--- src/rtl/read_operand.sv ---
// Register file, source-operand fetch and pending-write scoreboard.
// Build with READ_OPERAND_BYPASS_EN to forward same-cycle write-back data.
module read_operand #(
  parameter int DATA_W = 16,
  parameter int REG_N  = 8
) (
  input  logic              clock,
  input  logic              reset,
  input  logic [15:0]       instr,
  input  logic              instr_valid,
  output logic              instr_ready,
  input  logic [2:0]        wb_add,
  input  logic              wb_order,
  input  logic [DATA_W-1:0] wb_data,
  output logic [DATA_W-1:0] ar_data,
  output logic [DATA_W-1:0] br_data,
  output logic [2:0]        rs_add,
  output logic [2:0]        rd_add,
  output logic              op_valid,
  input  logic              op_ready
);

`ifdef READ_OPERAND_BYPASS_EN
  localparam logic BYP = 1'b1;
`else
  localparam logic BYP = 1'b0;
`endif

  logic [DATA_W-1:0] regs [REG_N];
  logic [REG_N-1:0]  pending;
  logic [REG_N-1:0]  pend_nxt;

  logic [1:0] op1;
  logic [2:0] ra;
  logic [2:0] rb;
  logic [3:0] op3;
  logic       unused_low;

  assign op1        = instr[15:14];
  assign ra         = instr[13:11];
  assign rb         = instr[10:8];
  assign op3        = instr[7:4];
  assign unused_low = ^instr[3:0];

  logic use_a, use_b;
  logic byp_a, byp_b;
  logic blk_a, blk_b;
  logic accept;
  logic has_dst;
  logic [2:0] dst;
  logic [DATA_W-1:0] a_val, b_val;

  assign use_a = (op1 == 2'b11) || (op1 == 2'b01);
  assign use_b = (op1 != 2'b10);

  assign byp_a = BYP && wb_order && (wb_add == ra);
  assign byp_b = BYP && wb_order && (wb_add == rb);

  assign blk_a = use_a && pending[ra] && !byp_a;
  assign blk_b = use_b && pending[rb] && !byp_b;

  assign instr_ready = !reset && !blk_a && !blk_b
                    && (!op_valid || op_ready);
  assign accept = instr_valid && instr_ready;

  // Unused operands capture zero.
  always_comb begin
    a_val = '0;
    b_val = '0;
    if (use_a) a_val = byp_a ? wb_data : regs[ra];
    if (use_b) b_val = byp_b ? wb_data : regs[rb];
  end

  always_comb begin
    has_dst = 1'b0;
    dst     = rb;
    case (op1)
      2'b11: has_dst = !(op3 inside {4'd7, 4'd13, 4'd14, 4'd15});
      2'b10: has_dst = (ra == 3'd0);
      2'b00: begin
        has_dst = 1'b1;
        dst     = ra;
      end
      default: has_dst = 1'b0;
    endcase
  end

  // A set from a new accept overrides a same-cycle write-back clear.
  always_comb begin
    pend_nxt = pending;
    if (wb_order) pend_nxt[wb_add] = 1'b0;
    if (accept && has_dst) pend_nxt[dst] = 1'b1;
  end

  always_ff @(posedge clock) begin
    if (reset) begin
      for (int i = 0; i < REG_N; i++) regs[i] <= '0;
      pending  <= '0;
      op_valid <= 1'b0;
      ar_data  <= '0;
      br_data  <= '0;
      rs_add   <= '0;
      rd_add   <= '0;
    end else begin
      if (wb_order) regs[wb_add] <= wb_data;
      pending <= pend_nxt;
      if (accept) begin
        op_valid <= 1'b1;
        ar_data  <= a_val;
        br_data  <= b_val;
        rs_add   <= ra;
        rd_add   <= rb;
      end else if (op_ready) begin
        op_valid <= 1'b0;
      end
    end
  end

endmodule

--- config.mk ---
export PLATFORM = sky130hd
export DESIGN_NAME = read_operand
export DESIGN_NICKNAME = d
export VERILOG_FILES = /design/src/rtl/read_operand.sv
export SDC_FILE = /design/constraint.sdc
export NUM_CORES = 1
export LEC_CHECK = 0
export CAP_MARGIN = 20
export CORE_MARGIN = 2
export CORE_UTILIZATION = 44
export DETAILED_ROUTE_END_ITERATION = 7
export HOLD_SLACK_MARGIN = 0.08
export PLACE_DENSITY_LB_ADDON = 0.25
export REMOVE_ABC_BUFFERS = 1
export SLEW_MARGIN = 20
export SYNTH_ARGS = -nofsm -noshare
export SYNTH_HDL_FRONTEND = slang
export SYNTH_SLANG_ARGS = --single-unit
--- constraint.sdc ---
create_clock -name clock -period 3.2 [get_ports clock]
set_input_delay 0.64 -clock clock [delete_from_list [all_inputs] [get_ports clock]]
set_output_delay 0.64 -clock clock [all_outputs]
set_load 0.005 [all_outputs]
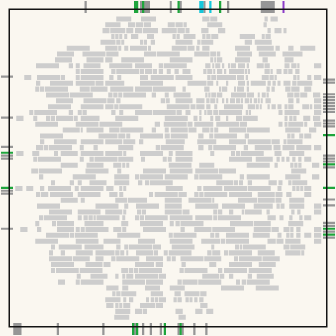
(images/pinout.png)
Pins as bars across the die edge, other pins in grey.
`reset` -> purple  # pins 1, direction input, edge top
`wb_add` -> cyan  # pins 3, direction input, edge top
`ar_data` -> green  # pins 16, direction output, edge 5 right, 5 top, 4 bottom, 2 left
Die Ht: 147 um
Die Wd: 147 um
I/O Buffers: 75

==> flow_summary_export.csv <==
group,metric,value,unit
run_status,outcome,"complete, no violations",
detailed_routing,drtAntennaViolNets,0,
clocking,clk_latency,0.42,ns
detailed_routing,wl_met3,1500,um
floorplan,rows,52,
layout,largest_reg_flops,128,
global_routing,grt_pass1_vias,6147,
final_timing,fin_setup_tns,0,ns
hold_path,hold_path_class,"register to register",
global_routing,use_met1,28.3,%
setup_path,critical-path-top-delay-family,"buffers and inverters",
pwr,netSwitchingFraction,23.6,%
global_routing,busiest_layer,"met2",
setup_path,critPathLaunchType,"primary input",
layout,n_antenna_cell,0,
pwr,p_leak,3.74,nW
setup_path,slowest_delay,0.51,ns
pwr,power.internal,0.00402,W
pwr,combinationalPower,0.000684,W
final_timing,finalSetupViolCount,0,
setup_path,cpMostUsedCell,"clkdlybuf4s50_1",
setup_path,crit_chain,"clkdlybuf4s50_1 -> nor2b_2 -> a21oi_1 -> a311oi_4 -> and2_1 -> clkdlybuf4s50_1",
yosys,synthSimpleGateAreaFrac,14.7,%
yosys,syn_inst,667,
yosys,ys.flop_type,"edfxtp_1",
setup_path,critPathCapture,"instr_ready",
setup_path,cp.required,2.56,ns
global_routing,antenna_found_initial,0,
setup_path,criticalPathCategory,"primary input to primary output",
floorplan,ios,80,
detailed_routing,first_pass_iters,5,
yosys,postSynth.asyncResetShare,0,%
final_timing,fin_crit,3.04,ns
pwr,power_top_consumer,"sequential cells",
pwr,power_density,494,nW/um2
setup_path,worst-path-stages,6,
final_timing,relSlewSlack,47.5,%
yosys,ys_warn_count,0,
place,place_ws,0.149,ns
layout,nets,780,
clocking,cts_setup_buffers,0,
place,finalWeightedCongestion,0.810,
floorplan,fp_util,44.6,%
clocking,clock_path_buffers,2,
setup_path,arrival,2.40,ns
detailed_routing,met1_length,9210,um
pwr,p_seq_share,50.0,%
floorplan,core,20200,um2
yosys,yosys-stat-area,8990,um2
setup_path,cp-end-kind,"primary output",
global_routing,grt_pass1_wl,36300,um
place,place_hpwl,14100,um
job,warnings,29,
hold_path,hold_path_end,"ar_data[6]",
yosys,mux_area_share,20.9,%
layout,most-common-layout-cells,"and2_1 (132), edfxtp_1 (128), clkdlybuf4s50_1 (70), mux4_2 (67), dfxtp_1 (47)",
global_routing,use_met3,3.76,%
setup_path,r2r_setup_slack,0.74,ns
global_routing,use_met2,40.8,%
yosys,ys_cells,667,
final_timing,drv_slew,0,
place,dpl_cell_area,10100,um2
hold_path,min_path_cells,2,
setup_path,worst-path-buf-inv,2,
yosys,xor_share,0,%
job,drv_cap,0,
yosys,aoi_share,7.96,%
yosys,netlist.area_leader.share,42.7,%
pwr,power_frac_clock,37.0,%
detailed_routing,top_layer,"met4",
yosys,adder_share,0.111,%
final_timing,hold_viol,0,
clocking,cts_tree,"yes",
yosys,topCellsByArea,"edfxtp_1 (43%), mux4_2 (17%), dfxtp_1 (10%), and2_1 (9.2%), mux2i_1 (2.1%)",
final_timing,post-route-period-util,94.9,%
setup_path,startpoint,"instr[14]",
yosys,top_logic_kind,"multiplexers",
detailed_routing,viasPerCell,5.90,
layout,final_cell_count_no_fill,1023,
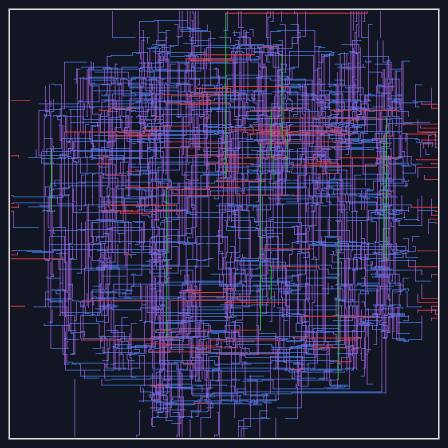
(images/layers.png)
M3 -> red  # wire length 1500 um
M4 -> green  # wire length 412 um
M2 -> purple  # wire length 12600 um
M1 -> blue  # wire length 9210 um
Total Routing Usage GR: 22.8%
WL/cell: 23.2 um
via count: 6035
DRT Wirelength: 23700 um

## worst min-delay path, stage by stage, from the launching register on
cell     delay (ns)
dfxtp_1        0.30
o21ai_0        0.06
a21oi_1        0.06
## synthesized netlist by cell type (all sizes together), types with 2 or more instances
cell    instances
nand2b          2
nor2b          20
mux2           16
and2          132
mux4           67
a32o            6
buf            23
nand2           8
o41ai          16
edfxtp        128
o21bai          2
nand3           8
o21ai          39
a21oi          30
nand3b          2
inv            10
nor2           23
nor3            6
nand4          16
nor3b           2
clkbuf         33
mux2i          19
a31oi           2
dfxtp          47
## cell type report
type / count / area (um2)
fill: 1693 / 9510
tap: 270 / 338
clock buffer: 27 / 526
multi-input combinational: 426 / 3940
sequential: 175 / 4780
inverter: 10 / 37.5
clock inverter: 5 / 26.3
timing repair buffer: 110 / 1010
Power is estimated from default activity; no workload was simulated.
